`config.mk`:
```
export PLATFORM = sky130hd
export DESIGN_NAME = mul_div_unit
export DESIGN_NICKNAME = d
export VERILOG_FILES = /design/src/rtl/mul_div_unit_pkg.sv /design/src/rtl/md_sign_fix.sv /design/src/rtl/mul_div_unit.sv
export SDC_FILE = /design/constraint.sdc
export NUM_CORES = 1
export LEC_CHECK = 0
export CAP_MARGIN = 30
export CORE_UTILIZATION = 56
export CTS_CLUSTER_SIZE = 10
export DETAILED_ROUTE_END_ITERATION = 8
export PLACE_DENSITY = 0.79
export SETUP_SLACK_MARGIN = 0.4
export SYNTH_ARGS = -nofsm -noshare
export SYNTH_HDL_FRONTEND = slang
export SYNTH_SLANG_ARGS = --single-unit
```
`constraint.sdc`:
```
create_clock -name clk -period 19.19 [get_ports clk]
set_clock_uncertainty 0.2 [all_clocks]
set_input_delay 2.8785 -clock clk [delete_from_list [all_inputs] [get_ports clk]]
set_output_delay 2.8785 -clock clk [all_outputs]
set_load 0.005 [all_outputs]
```
`src/rtl/mul_div_unit_pkg.sv`:
```
// Shared types and constants for the iterative HI/LO multiply/divide unit.
package mul_div_unit_pkg;

  localparam int DATA_W = 32;
  localparam logic [5:0] MD_ITERS = 6'd32;
  // Cycles spent in FIX and DONE after the last iteration.
  localparam int MD_FIX_LAT = 2;

  typedef enum logic [1:0] {
    MD_MULT  = 2'd0,
    MD_MULTU = 2'd1,
    MD_DIV   = 2'd2,
    MD_DIVU  = 2'd3
  } md_op_e;

  typedef enum logic [1:0] {
    ST_IDLE = 2'd0,
    ST_CALC = 2'd1,
    ST_FIX  = 2'd2,
    ST_DONE = 2'd3
  } md_state_e;

endpackage

```
`src/rtl/md_sign_fix.sv`:
```
// Operand magnitude extraction at start and final sign/divide-by-zero correction.
module md_sign_fix
  import mul_div_unit_pkg::*;
(
  input  md_op_e              op,
  input  logic [DATA_W-1:0]   in1,
  input  logic [DATA_W-1:0]   in2,
  output logic [DATA_W-1:0]   mag1,
  output logic [DATA_W-1:0]   mag2,
  output logic                sgn1,
  output logic                sgn2,
  input  md_op_e              op_q,
  input  logic                sgn1_q,
  input  logic                sgn2_q,
  input  logic [DATA_W-1:0]   mag1_q,
  input  logic [DATA_W-1:0]   mag2_q,
  input  logic [2*DATA_W-1:0] work,
  output logic [DATA_W-1:0]   hi_res,
  output logic [DATA_W-1:0]   lo_res
);

  logic                       is_signed;
  logic signed [2*DATA_W-1:0] prod_s;
  logic signed [DATA_W-1:0]   quo_s;
  logic signed [DATA_W-1:0]   rem_s;

  assign is_signed = (op == MD_MULT) || (op == MD_DIV);
  assign sgn1 = is_signed & in1[DATA_W-1];
  assign sgn2 = is_signed & in2[DATA_W-1];
  assign mag1 = sgn1 ? (~in1 + 1'b1) : in1;
  assign mag2 = sgn2 ? (~in2 + 1'b1) : in2;

  always_comb begin
    prod_s = (sgn1_q ^ sgn2_q) ? -$signed(work) : $signed(work);
    quo_s  = (sgn1_q ^ sgn2_q) ? -$signed(work[DATA_W-1:0]) : $signed(work[DATA_W-1:0]);
    rem_s  = sgn1_q ? -$signed(work[2*DATA_W-1:DATA_W]) : $signed(work[2*DATA_W-1:DATA_W]);
    hi_res = prod_s[2*DATA_W-1:DATA_W];
    lo_res = prod_s[DATA_W-1:0];
    if (op_q == MD_DIV || op_q == MD_DIVU) begin
      if (mag2_q == '0) begin
        // Divide by zero: all-ones quotient, dividend restored with its sign.
        lo_res = '1;
        hi_res = sgn1_q ? (~mag1_q + 1'b1) : mag1_q;
      end else begin
        lo_res = quo_s;
        hi_res = rem_s;
      end
    end
  end

endmodule

```
`src/rtl/mul_div_unit.sv`:
```
// Iterative 32-cycle multiply/divide unit driving architectural HI/LO registers.
module mul_div_unit
  import mul_div_unit_pkg::*;
(
  input  logic              clk,
  input  logic              rst,
  input  logic              start,
  input  logic [1:0]        op,
  input  logic [DATA_W-1:0] in1,
  input  logic [DATA_W-1:0] in2,
  input  logic              flush,
  input  logic              hi_we,
  input  logic              lo_we,
  input  logic [DATA_W-1:0] wdata,
  output logic [DATA_W-1:0] hi,
  output logic [DATA_W-1:0] lo,
  output logic              busy,
  output logic              done
);

  md_state_e           state_q, state_d;
  md_op_e              op_q;
  logic                sgn1_q, sgn2_q;
  logic [DATA_W-1:0]   mag1_q, mag2_q;
  logic [2*DATA_W-1:0] work_q;
  logic [5:0]          cnt_q;

  logic [DATA_W-1:0]   mag1, mag2, hi_res, lo_res;
  logic                sgn1, sgn2, go;
  logic [DATA_W:0]     mul_sum, div_cand, div_diff;
  logic                div_ge;
  logic [2*DATA_W-1:0] work_mul, work_div;

  md_sign_fix u_sign_fix (
    .op     (md_op_e'(op)),
    .in1    (in1),
    .in2    (in2),
    .mag1   (mag1),
    .mag2   (mag2),
    .sgn1   (sgn1),
    .sgn2   (sgn2),
    .op_q   (op_q),
    .sgn1_q (sgn1_q),
    .sgn2_q (sgn2_q),
    .mag1_q (mag1_q),
    .mag2_q (mag2_q),
    .work   (work_q),
    .hi_res (hi_res),
    .lo_res (lo_res)
  );

  assign go   = (state_q == ST_IDLE) && start && !flush;
  assign busy = (state_q != ST_IDLE);
  assign done = (state_q == ST_DONE);

  // One iteration: work = {acc, multiplier} for multiply, {remainder, quotient} for divide.
  always_comb begin
    mul_sum  = {1'b0, work_q[2*DATA_W-1:DATA_W]} + (work_q[0] ? {1'b0, mag2_q} : '0);
    work_mul = {mul_sum, work_q[DATA_W-1:1]};
    div_cand = {work_q[2*DATA_W-1:DATA_W], work_q[DATA_W-1]};
    div_ge   = (div_cand >= {1'b0, mag2_q});
    div_diff = div_cand - {1'b0, mag2_q};
    work_div = {(div_ge ? div_diff[DATA_W-1:0] : div_cand[DATA_W-1:0]),
                work_q[DATA_W-2:0], div_ge};
  end

  always_comb begin
    state_d = state_q;
    case (state_q)
      ST_IDLE: if (go) state_d = ST_CALC;
      ST_CALC: begin
        if (flush)                           state_d = ST_IDLE;
        else if (cnt_q == MD_ITERS - 6'd1)   state_d = ST_FIX;
      end
      ST_FIX:  state_d = flush ? ST_IDLE : ST_DONE;
      default: state_d = ST_IDLE;
    endcase
  end

  always_ff @(posedge clk or posedge rst) begin
    if (rst) state_q <= ST_IDLE;
    else     state_q <= state_d;
  end

  always_ff @(posedge clk or posedge rst) begin
    if (rst) begin
      op_q   <= MD_MULT;
      sgn1_q <= 1'b0;
      sgn2_q <= 1'b0;
      mag1_q <= '0;
      mag2_q <= '0;
      work_q <= '0;
      cnt_q  <= '0;
    end else if (go) begin
      op_q   <= md_op_e'(op);
      sgn1_q <= sgn1;
      sgn2_q <= sgn2;
      mag1_q <= mag1;
      mag2_q <= mag2;
      work_q <= {{DATA_W{1'b0}}, mag1};
      cnt_q  <= '0;
    end else if (state_q == ST_CALC) begin
      work_q <= (op_q == MD_MULT || op_q == MD_MULTU) ? work_mul : work_div;
      cnt_q  <= cnt_q + 6'd1;
    end
  end

  // Result commit on FIX->DONE; direct writes only while idle.
  always_ff @(posedge clk or posedge rst) begin
    if (rst) begin
      hi <= '0;
      lo <= '0;
    end else if (state_q == ST_FIX && !flush) begin
      hi <= hi_res;
      lo <= lo_res;
    end else if (!busy) begin
      if (hi_we) hi <= wdata;
      if (lo_we) lo <= wdata;
    end
  end

endmodule

```
The metal 4 layer:
Drawn at 1.5 px/um.
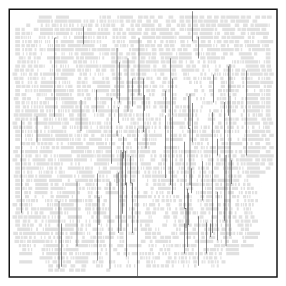
The wires run mostly vertical. The longest straight run is 97.9 um. The layer carries 2170 um of wire. 46 nets have wire on it.
total number of vias: 17300
Total Wirelength: 59100 um

M3 wires:
Drawn at 1.5 px/um.
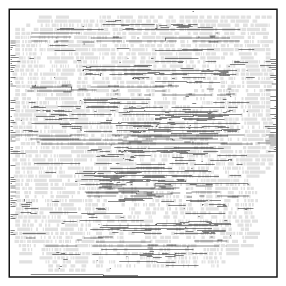
The wires run mostly horizontal. The longest straight run is 111 um.
global-route met3 utilization: 8.83%

==> run notes <==
Update from the flow run.

The post-CTS setup repair buffer count is 0. For this block, the initial DRC count from the detailed router was 2044. From synthesis to final layout, the design area changed by 16.0%. STA classifies the critical path endpoint as a register.

Detailed placement reports a standard cell area of 19100 um^2. Ranked by instance count, the synthesized netlist is headed by 281 x nand2_1, 203 x dfrtp_1, 201 x nor2_1. The clock network area share is 4.02%. The source of the worst hold timing path is mag2_q[29].

Per the detail_route log, met2 wirelength is 25200 um. Synthesis instantiated ~82 different standard cells from the library. The most common logic cell in the routed design is nand2_1. The overall global routing resource usage is between 30% and 40%. The report puts the hold buffer count at CTS at 0. The clock network fraction of total power is 17.0%. Summed over all sequential cells, the power is 0.761 mW.

Synthesis produced a netlist with a net count of 2360. Counting flops with a built-in enable in the synthesized netlist gives 0. Per the post-route antenna check, the number of violating nets is 0.

In this run the count of I/O pins placed on the die edge is between 150 and 200. The count of unresolved DRC violations after routing is 0. The element type at the critical path start is an input port. In this run the vertical extent of the chip is roughly 180 um.

The average via count per standard cell is between 6 and 7. The initial utilization of the core area, before any placement, comes to 57.5%. The area taken by flip-flops and latches is approximately 5000 um^2. The minimum period implied by the final worst setup slack is ~5.6 ns.

The report counts max-capacitance violations totalling 0. The minimum setup slack among reg-to-reg paths is 14.67 ns. The critical path class is in2reg. Routed signal wires occupy layers up through met4.

Setup repair after global routing left no endpoint under its margin. The flow ran to the end, and the final reports show no timing, DRC or antenna violations. The pin closest to its max-slew limit shows a slew of 1.11 ns. The H-tree depth is 1. The timing report gives the clock slew at the launch and capture registers of the worst setup and hold paths as approximately 0.050 ns. The most congested layer reported by global routing is met2. The number of diodes added for antenna fixing is 2.

The clock tree root buffer cell is clkbuf_16. Sequential cells make up between 20 and 30% of the cell area. The net switching power of the design is between 1 and 1.5 mW. The initial antenna violation count is 2. Before antenna repair, the detailed router went through 6 iterations. The synthesized netlist occupies a cell area of between 15000 and 20000 um^2. Yosys reports that the leading cell type by area covers about 29% of the netlist area. The fraction of final cell area spent on non-clock buffers in this run is under 10%.

The first global-routing pass estimated a little over 90000 um of wire. The worst min-delay path class is reg2reg. Entering global routing, the biggest net connects approximately 130 pins.

The number of clock buffer instances in the layout is 34. The met1 track demand over resource in global routing is 52.9%. The Yosys chip area is ~17000 um^2. Summed over all cells, the static leakage comes to 8.57 nW.

The fraction of final layout cells with drive strength greater than 1 is around 4.5%. The maximum ir drop on the vdd rail is between 70 and 80 uV. The multi-input gate area in the final layout is approximately 11000 um^2. The pre-CTS worst setup slack is ~13 ns. The number of standard cells reported by yosys is 2184. On the final layout, the worst hold slack is around 0.3 ns. For the completed layout, the total cell area is recorded as around 20000 um^2. The number of global-route vias before repair is about 16000.

After synthesis, the share of flip-flops with an asynchronous set or reset is 100%. In this run switching power makes up a little under half of total power. The port buffer count is about 170.

Of the total power, registers draw ~27%. The synthesis stat section lists a flop and latch total of around 200. The maximum cell stage delay along the critical path is a little over 0.6 ns. Sequential cells placed in the final layout were counted as ~200. The arrival time of data at the worst endpoint is listed as 5.85 ns.

Pins over their slew limit in the final report were tallied at 0. Ranked by total cell area, the synthesized netlist is headed by dfrtp_1 29%, nand2_1 6.1%, mux2i_1 6.0%. Wire segments on met3 add up to 6300 um in the final route.

After layout, the design draws a total of ~2.8 mW. The most frequent cell on the critical path is o21ai_0. The number of rows in the core area is between 60 and 70. CTS reports a maximum clock tree buffer depth of 3.

Synthesis produced 2184 cells. Clock network power for this build is around 0.47 mW. The final standard cell count with taps included and fillers excluded is between 2000 and 3000. For reference, the critical path cell chain is clkdlybuf4s50_1 > or4_1 > nor4_1 > nand2b_1 > o31ai_1 > o21ai_0 > or3_1 > nand3_1 > o21ai_0. After legalization and detailed placement, the total HPWL measured 44100 um. In the layout the commonest cells are 281 x nand2_1, 201 x dfrtp_1, 198 x nor2_1.

The internal power of the cells totals between 1 and 1.5 mW. After the last flow step, the layout net total stands at between 2000 and 2500. The proportion of synthesized chip area in sequential cells is 29.5%. Of all power groups, the one with the highest power is combinational cells. Setup total negative slack on the finished layout was measured at 0 ns.

OpenROAD emitted warnings numbering 29. Once placement completed, the tool counted placed cells totaling between 2000 and 3000. The total CTS buffers is 26. The number of well-tap cells placed is 390. The launching instance or port of the critical path is in1[8]. The routed wire length per instance is between 20 and 25 um.

The clock sink count is just over 200. For this run, the share of the core covered by cells in the final layout is between 60% and 70%. For this block, wires on met1 add up to between 20000 and 30000 um. The power density over the cells is 139 nW/um^2. For this run, the number of Yosys warnings is 0.

The layout filler cell count is 2550. Per the final timing report, the hold violations number 0. Multi-input logic gates represent a cell area share of between 50% and 60%. The chip occupies approximately 31000 um^2. Setup slack on the critical path of the routed design comes to ~14 ns. The combinational-cell power consumption is around 1.5 mW. The endpoint of the worst-slack reg-to-reg timing path is work_q[44]. In this run the critical register-to-register path is launched from work_q[51]. The buffer count excluding the clock tree in the final layout is 193. The core outline area is 30000 um^2.

Of the total power, combinational logic draws approximately 56%. The clock insertion delay at the later pin of the skew report is between 0.5 and 0.6 ns. The library cell occupying the most area in the post-synthesis netlist is dfrtp_1. Derived from the worst setup path, the maximum achievable clock frequency is between 0.15 and 0.2 GHz. The end point of the worst hold path is mag2_q[29]. The leading cell type by number of instances after synthesis is nand2_1. The prevailing post-synth register cell is dfrtp_1. A synthesized cell averages roughly 8 um^2. The critical path data required time is between 15 and 20 ns. According to the cell report, the number of logic gates is ~1800. The final-report setup violation count is 0. Looking at the area split, the leading class of cells is combinational gates. The inverter count of the layout excluding clock inverters is ~74. The clock tree from TritonCTS is built. Post-CTS repair changed the size of 0 cells. Per the GRT congestion report, total overflow comes to 0.
Metal 2:
Drawn at 3 px/um.
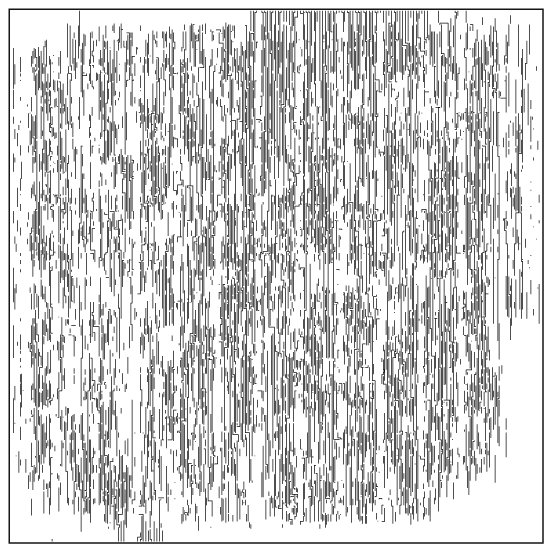
The longest straight run is 46.5 um. 2038 nets have wire on it. The wires run mostly vertical. The layer holds 43% of the routed length. The layer carries 25.2 mm of wire.
met2 track demand over resource: 55.6%

==> registers in the layout, summed over array words and instances (netlist names) <==
name,flops
mag2_q,32
state_q,2
work_q,64
op_q,1
lo,32
cnt_q,6
sgn1_q,1
sgn2_q,1
hi,32
mag1_q,32
==> logic make-up after synthesis <==
| group | after synthesis | synth area share [%] |
|---|---|---|
| compound gates | 634 | 23.1 |
| xor+xnor | 226 | 11.5 |
| fa+ha+maj | 72 | 5.31 |
| buf+inv | 216 | 4.82 |
| flops | 203 | 29.5 |
| mux | 106 | 6.24 |
| simple gates | 727 | 19.6 |
==> worst max-delay path, delay by kind of cell <==
family	cells	cell delay (ns)
compound gates	3	0.87
buf+inv	1	0.47
simple gates	5	1.63
Power and IR drop assume default switching activity.
